<file path="config.mk">
export PLATFORM = sky130hd
export DESIGN_NAME = legv8_multicycle_control
export DESIGN_NICKNAME = d
export VERILOG_FILES = /design/src/rtl/legv8_multicycle_control_pkg.sv /design/src/rtl/legv8_multicycle_control_opcode_class.sv /design/src/rtl/legv8_multicycle_control.sv
export SDC_FILE = /design/constraint.sdc
export NUM_CORES = 1
export LEC_CHECK = 0
export ABC_AREA = 1
export CORE_UTILIZATION = 51
export CTS_CLUSTER_DIAMETER = 60
export DETAILED_ROUTE_END_ITERATION = 10
export PLACE_DENSITY = 0.81
export SLEW_MARGIN = 5
export SYNTH_ARGS = -nofsm -noshare
export SYNTH_HDL_FRONTEND = slang
export SYNTH_SLANG_ARGS = --single-unit
</file>
<file path="constraint.sdc">
create_clock -name clk -period 2 [get_ports clk]
set_input_delay 0.4 -clock clk [delete_from_list [all_inputs] [get_ports clk]]
set_output_delay 0.4 -clock clk [all_outputs]
set_load 0.01 [all_outputs]
</file>
<file path="src/rtl/legv8_multicycle_control_pkg.sv">
// Shared encodings for the LEGv8 multi-cycle control path: states, instruction
// classes, AluOp codes, trap causes and opcode match patterns.
package legv8_multicycle_control_pkg;

  typedef enum logic [2:0] {
    ST_FETCH  = 3'd0,
    ST_DECODE = 3'd1,
    ST_EXEC   = 3'd2,
    ST_MEM    = 3'd3,
    ST_WB     = 3'd4,
    ST_TRAP   = 3'd7
  } state_e;

  typedef enum logic [2:0] {
    CL_NONE = 3'd0,
    CL_R    = 3'd1,
    CL_I    = 3'd2,
    CL_LDUR = 3'd3,
    CL_STUR = 3'd4,
    CL_CBZ  = 3'd5,
    CL_B    = 3'd6
  } class_e;

  localparam logic [1:0] ALU_ADD   = 2'b00;
  localparam logic [1:0] ALU_PASSB = 2'b01;
  localparam logic [1:0] ALU_FUNCT = 2'b10;

  localparam logic [1:0] CAUSE_NONE = 2'b00;
  localparam logic [1:0] CAUSE_ILL  = 2'b01;
  localparam logic [1:0] CAUSE_TMO  = 2'b10;

  localparam logic [10:0] MASK_FULL = 11'b11111111111;
  localparam logic [10:0] MASK_CBZ  = 11'b11111111000;
  localparam logic [10:0] MASK_B    = 11'b11111100000;
  localparam logic [10:0] MASK_I    = 11'b11111111110;

  localparam logic [10:0] OP_LDUR = 11'b11111000010;
  localparam logic [10:0] OP_STUR = 11'b11111000000;
  localparam logic [10:0] OP_CBZ  = 11'b10110100000;
  localparam logic [10:0] OP_B    = 11'b00010100000;
  localparam logic [10:0] OP_ADD  = 11'b10001011000;
  localparam logic [10:0] OP_SUB  = 11'b11001011000;
  localparam logic [10:0] OP_AND  = 11'b10001010000;
  localparam logic [10:0] OP_ORR  = 11'b10101010000;
  localparam logic [10:0] OP_ADDI = 11'b10010001000;
  localparam logic [10:0] OP_SUBI = 11'b11010001000;

  function automatic logic op_match(input logic [10:0] op, input logic [10:0] pat,
                                    input logic [10:0] mask);
    return (op & mask) == pat;
  endfunction

endpackage

</file>
<file path="src/rtl/legv8_multicycle_control_opcode_class.sv">
// Combinational opcode classifier; shared with the single-cycle decoder.
module legv8_opcode_class
  import legv8_multicycle_control_pkg::*;
(
  input  logic [10:0] opcode,
  output class_e      op_class,
  output logic        illegal
);

  always_comb begin
    op_class = CL_NONE;
    if      (op_match(opcode, OP_LDUR, MASK_FULL)) op_class = CL_LDUR;
    else if (op_match(opcode, OP_STUR, MASK_FULL)) op_class = CL_STUR;
    else if (op_match(opcode, OP_CBZ,  MASK_CBZ))  op_class = CL_CBZ;
    else if (op_match(opcode, OP_B,    MASK_B))    op_class = CL_B;
    else if (op_match(opcode, OP_ADD,  MASK_FULL) || op_match(opcode, OP_SUB, MASK_FULL) ||
             op_match(opcode, OP_AND,  MASK_FULL) || op_match(opcode, OP_ORR, MASK_FULL))
      op_class = CL_R;
    else if (op_match(opcode, OP_ADDI, MASK_I) || op_match(opcode, OP_SUBI, MASK_I))
      op_class = CL_I;
    illegal = (op_class == CL_NONE);
  end

endmodule

</file>
<file path="src/rtl/legv8_multicycle_control.sv">
// LEGv8 multi-cycle control FSM: sequences FETCH/DECODE/EXEC/MEM/WB, holds memory
// requests until mem_ready, traps on illegal opcode or memory timeout, counts retirements.
module legv8_multicycle_control
  import legv8_multicycle_control_pkg::*;
#(
  parameter int OPCODE_W = 11,
  parameter int ALUOP_W  = 2,
  parameter int TIMEOUT  = 16,
  parameter int CNT_W    = 32
) (
  input  logic                clk,
  input  logic                reset,
  input  logic [OPCODE_W-1:0] opcode,
  input  logic                zero,
  input  logic                mem_ready,
  output logic                PCWrite,
  output logic                PCSrc,
  output logic                IorD,
  output logic                IRWrite,
  output logic                MemRead,
  output logic                MemWrite,
  output logic                Reg2Loc,
  output logic                ALUSrc,
  output logic                MemtoReg,
  output logic                RegWrite,
  output logic [ALUOP_W-1:0]  AluOp,
  output logic                trap,
  output logic [1:0]          trap_cause,
  output logic [2:0]          state_o,
  output logic [CNT_W-1:0]    retired
);

  localparam int WAIT_W = (TIMEOUT > 0) ? $clog2(TIMEOUT + 1) : 1;
  localparam logic [WAIT_W-1:0] WAIT_LIM = WAIT_W'(TIMEOUT);

  state_e             state_q, state_d;
  class_e             class_q, class_d, dec_cls;
  logic               dec_ill;
  logic [WAIT_W-1:0]  wait_q, wait_d;
  logic [CNT_W-1:0]   retired_q, retired_d;
  logic               trap_q, trap_d;
  logic [1:0]         cause_q, cause_d;
  logic [1:0]         aluop;
  logic               tmo, retire;

  legv8_opcode_class u_class (
    .opcode   (11'(opcode)),
    .op_class (dec_cls),
    .illegal  (dec_ill)
  );

  // A ready in the cycle that would hit the limit still completes the access.
  assign tmo = (TIMEOUT != 0) && !mem_ready && ((wait_q + 1'b1) == WAIT_LIM);

  always_comb begin
    state_d  = state_q;
    class_d  = class_q;
    wait_d   = wait_q;
    trap_d   = trap_q;
    cause_d  = cause_q;
    retire   = 1'b0;
    PCWrite  = 1'b0;
    PCSrc    = 1'b0;
    IorD     = 1'b0;
    IRWrite  = 1'b0;
    MemRead  = 1'b0;
    MemWrite = 1'b0;
    Reg2Loc  = 1'b0;
    ALUSrc   = 1'b0;
    MemtoReg = 1'b0;
    RegWrite = 1'b0;
    aluop    = ALU_ADD;
    case (state_q)
      ST_FETCH: begin
        MemRead = 1'b1;
        if (mem_ready) begin
          IRWrite = 1'b1;
          PCWrite = 1'b1;
          state_d = ST_DECODE;
        end else if (tmo) begin
          state_d = ST_TRAP;
          trap_d  = 1'b1;
          cause_d = CAUSE_TMO;
        end else begin
          wait_d = wait_q + 1'b1;
        end
      end
      ST_DECODE: begin
        Reg2Loc = (dec_cls == CL_STUR) || (dec_cls == CL_CBZ);
        class_d = dec_cls;
        if (dec_ill) begin
          state_d = ST_TRAP;
          trap_d  = 1'b1;
          cause_d = CAUSE_ILL;
        end else begin
          state_d = ST_EXEC;
        end
      end
      ST_EXEC: begin
        ALUSrc = (class_q == CL_LDUR) || (class_q == CL_STUR) || (class_q == CL_I);
        case (class_q)
          CL_B: begin
            PCWrite = 1'b1;
            PCSrc   = 1'b1;
            retire  = 1'b1;
            state_d = ST_FETCH;
          end
          CL_CBZ: begin
            aluop   = ALU_PASSB;
            PCWrite = zero;
            PCSrc   = 1'b1;
            retire  = 1'b1;
            state_d = ST_FETCH;
          end
          CL_LDUR, CL_STUR: state_d = ST_MEM;
          default: begin
            aluop   = ALU_FUNCT;
            state_d = ST_WB;
          end
        endcase
      end
      ST_MEM: begin
        IorD     = 1'b1;
        MemRead  = (class_q == CL_LDUR);
        MemWrite = (class_q == CL_STUR);
        if (mem_ready) begin
          retire  = (class_q == CL_STUR);
          state_d = (class_q == CL_STUR) ? ST_FETCH : ST_WB;
        end else if (tmo) begin
          state_d = ST_TRAP;
          trap_d  = 1'b1;
          cause_d = CAUSE_TMO;
        end else begin
          wait_d = wait_q + 1'b1;
        end
      end
      ST_WB: begin
        RegWrite = 1'b1;
        MemtoReg = (class_q == CL_LDUR);
        retire   = 1'b1;
        state_d  = ST_FETCH;
      end
      default: ;
    endcase
    // Every transition lands in a different state, so this covers entry to FETCH and MEM.
    if (state_d != state_q) wait_d = '0;
    retired_d = retire ? retired_q + 1'b1 : retired_q;
    if (reset) begin
      PCWrite  = 1'b0;
      PCSrc    = 1'b0;
      IorD     = 1'b0;
      IRWrite  = 1'b0;
      MemRead  = 1'b0;
      MemWrite = 1'b0;
      Reg2Loc  = 1'b0;
      ALUSrc   = 1'b0;
      MemtoReg = 1'b0;
      RegWrite = 1'b0;
      aluop    = ALU_ADD;
    end
  end

  always_ff @(posedge clk) begin
    if (reset) begin
      state_q   <= ST_FETCH;
      class_q   <= CL_NONE;
      wait_q    <= '0;
      retired_q <= '0;
      trap_q    <= 1'b0;
      cause_q   <= CAUSE_NONE;
    end else begin
      state_q   <= state_d;
      class_q   <= class_d;
      wait_q    <= wait_d;
      retired_q <= retired_d;
      trap_q    <= trap_d;
      cause_q   <= cause_d;
    end
  end

  assign AluOp      = ALUOP_W'(aluop);
  assign trap       = trap_q;
  assign trap_cause = cause_q;
  assign state_o    = state_q;
  assign retired    = retired_q;

endmodule
</file>
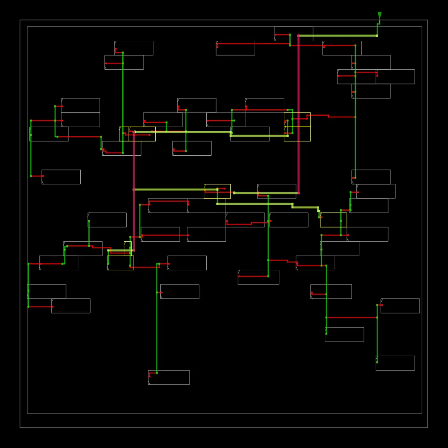
Figure 1: the clock network.
flop count: 46
Worst-Skew Late Latency: 0.31 ns

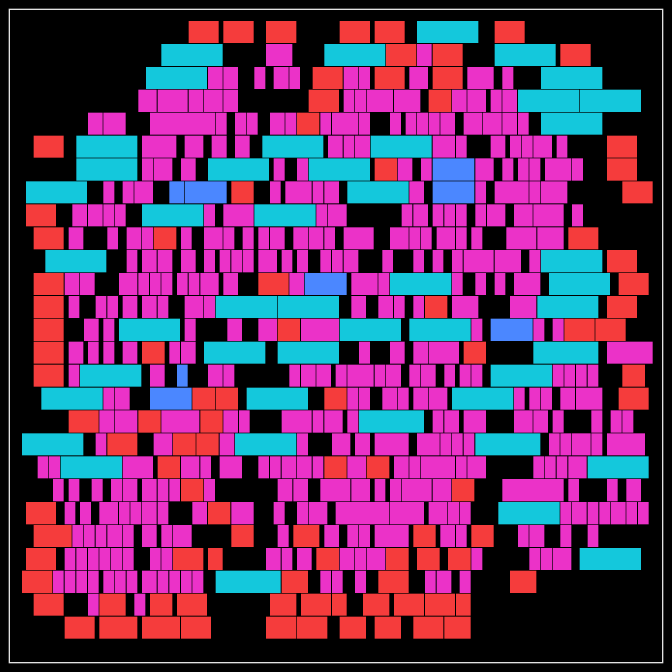
Figure 2: placement by cell class.
- red: remaining buffers and delay cells (cells 95)
- cyan: sequential cells (cells 46)
- magenta: combinational and other logic (cells 386)
- blue: clock drivers and dummy loads (cells 8)

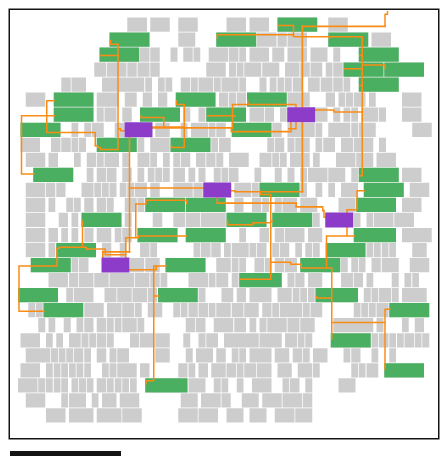
Figure 3: clock distribution.
The bar under the picture is 20 microns long.
- purple: clock drivers (count 5)
- green: flip-flops (count 46)
- orange: clock wires (length 590 microns)
- routed clock nets: 6

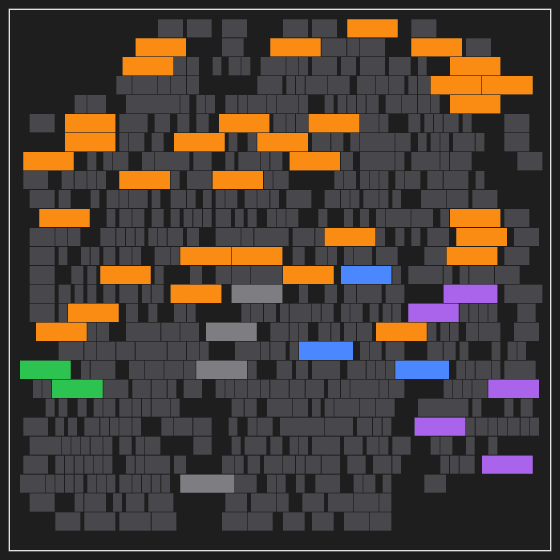
Figure 4: register map, names as in the netlist.
Other sequential cells in the stronger gray, the rest of the logic in the fainter gray.
- purple: wait_q (flops 5)
- orange: retired (flops 32)
- green: trap_cause (flops 2)
- blue: state_o (flops 3)
- not colored: 4
Seq. cell area: 926 sq um
Layout Utilization: 0.713
flop share of the area: 0.236

==> results.yml <==
# physical design summary
status:
  status: "finished, violations left"
  violations: "negative setup slack"
logic_synthesis:
  yosys.area.top_type_share: 0.317
  synth_nets: 457
  syn_inst: 439
  top_area_cell: "dfxtp_1"
  edf_count: 0
  yosys-top-cells-count: "nand2_1, nor2_1, inv_1"
  synth.most_common_cell: "nand2_1"
  ys_ff: 46
  yosys_warnings: 0
  area_leaders: "dfxtp_1, nand2_1, nor2_1"
  synthFlopType: "dfxtp_1"
  netlist_area_sq_um: 2900
  async_flop_share: 0
  ys_seq_share: 0.317
  synth_area_per_cell_sq_um: 6.61
worst_setup_path:
  cp_top_family: "buffers and inverters"
  cp_max_fo: 3
  required_ns: 1.60
  slowest_stage: "clkdlybuf4s50_1"
  arrival_ns: 1.62
  cp.depth: 8
  crit_end: "Reg2Loc"
  worstPathCellList: "clkdlybuf4s50_1, nand2_1, nor2_1, nand3_1, nand3_2, nand3_1, nor2_1, buf_2"
  r2r_cells: 9
  critPathKind: "in -> out"
  endpoint_kind: "primary output"
  path_buffers: 2
  cp-start-kind: "input port"
  crit_path_max_incr_delay_ns: 0.50
  critPathLaunch: "opcode[9]"
  rrSetupSlack_ns: 0.20
drt:
  drt-pass1-iter-count: 4
  drc: 0
  wl_per_cell_microns: 12.7
  wl_microns: 7710
  drt-initial-drc-count: 192
  vias_per_cell: 5.22
  num_vias: 3171
run:
  max_cap_violations: 0
cts:
  cts_buffer_depth: 2
  path_clk_slew_ns: 0.09
  cts_hold_buf: 0
  clock_sinks: 46
  ctsHtreeMaxLevel: 2
  cts_buffers: 5
  cts_setup_buffers: 0
  cts_tree: "done"
power_and_ir_drop:
  ir_worst_vdd_uv: 601
  power-per-cell-area_nw_per_um2: 751
  leakage_nw: 1.62
timing:
  setup_ws_ns: -0.0167
  rsz0062_at_grt: "yes"
  hold_violations: 0
  setup_viol: 1
  fin_crit_ns: 2.02
  worstMarginPinSlew_ns: 0.403
  fmax_ghz: 0.496
  worst_slew_margin_rel: 0.729
  drv_slew: 0
final_layout:
  synthToLayoutAreaGrowth_pct: 35.3
  nFillCells: 455
  drive_above_1_share: 0.179
  logic_area_sq_um: 1750
  antenna_cells: 0
  stdcell_count: 607
  final_common_cell: "nand2_1"
grt:
  grt_pass1_vias: 2989
  grt-ovfl-total: 0
  antenna_found_initial: 0
place:
  dp_hpwl_microns: 5940
  pre_cts_slack_ns: -0.498
  portBuffers: 64
hold_path:
  hold_path.class: "reg -> reg"
  holdPathEnd: "retired[31]$_SDFFE_PP0P_"
  hp-start: "retired[31]$_SDFFE_PP0P_"
  worstHoldPathCells: 2
floorplan:
  coreArea_sq_um: 5510
  num_io_pins: 65
  die_h_microns: 77.4
  die_w_microns: 77.4
  rows: 27
[worst register-to-register path: stages (launching register included)]
cell and delay, ns:
dfxtp_1 0.40, ha_1 0.22, nand3_1 0.14, inv_1 0.10
nand2_1 0.07, nor2_1 0.21, nand4_2 0.20, nor3_2 0.17
xnor2_1 0.14, nor2_1 0.05
[through the flow]
step	cell area [sq um]	setup TNS (ns)	hold WS, ns
6_report	3930	-0.0167	0.496
5_1_grt	3930	-0.0915	0.541
4_1_cts	3900	-0.151	0.497
3_5_place_dp	3820	-4.19	0.480
3_3_place_gp	3820	-3.43	0.472
2_1_floorplan	2900	0	0.496
[flip-flops by register name (all words and copies together) (netlist names)]
register,cells
retired,32
class_q,3
state_o,3
trap_cause,2
wait_q,5
trap,1
[final cells by class]
type                            count  area share
Multi-Input combinational cell    330       0.447
Sequential cell                    46       0.236
Timing Repair Buffer               95       0.218
Inverter                           56      0.0536
Tap cell                           72      0.0230
Clock buffer                        7      0.0220
Clock inverter                      1     0.00128
[cells by family after synthesis]
kind of cell,count (synthesis),synth area share
adders and majority gates,3,0.0129
AOI/OAI and AO/OA,52,0.0966
and+or+nand+nor,260,0.440
buffers and inverters,63,0.0880
DFF,46,0.317
xor gates and xnor gates,15,0.0453
[metal layers]
metal	GRT usage	up-vias	share of wire
met5	0	-	0
met2	0.470	73	0.49
met3	0.0565	7	0.042
met1	0.315	1466	0.46
met4	0.0868	0	0.0096
li1	-	1625	-
[report_power, final]
part	total (mW)	switching [mW]	internal [mW]
combinational	1.27	0.730	0.542
sequential	1.08	0.0810	0.995
clock	0.602	0.323	0.279
[repair_timing]
action / in CTS / in global routing
gates resized: 20 / 20
pin swaps: 0 / 3
endpoints found under the setup margin: 12 / 10
Power figures rest on the tool's default switching activity, not on a simulated workload.
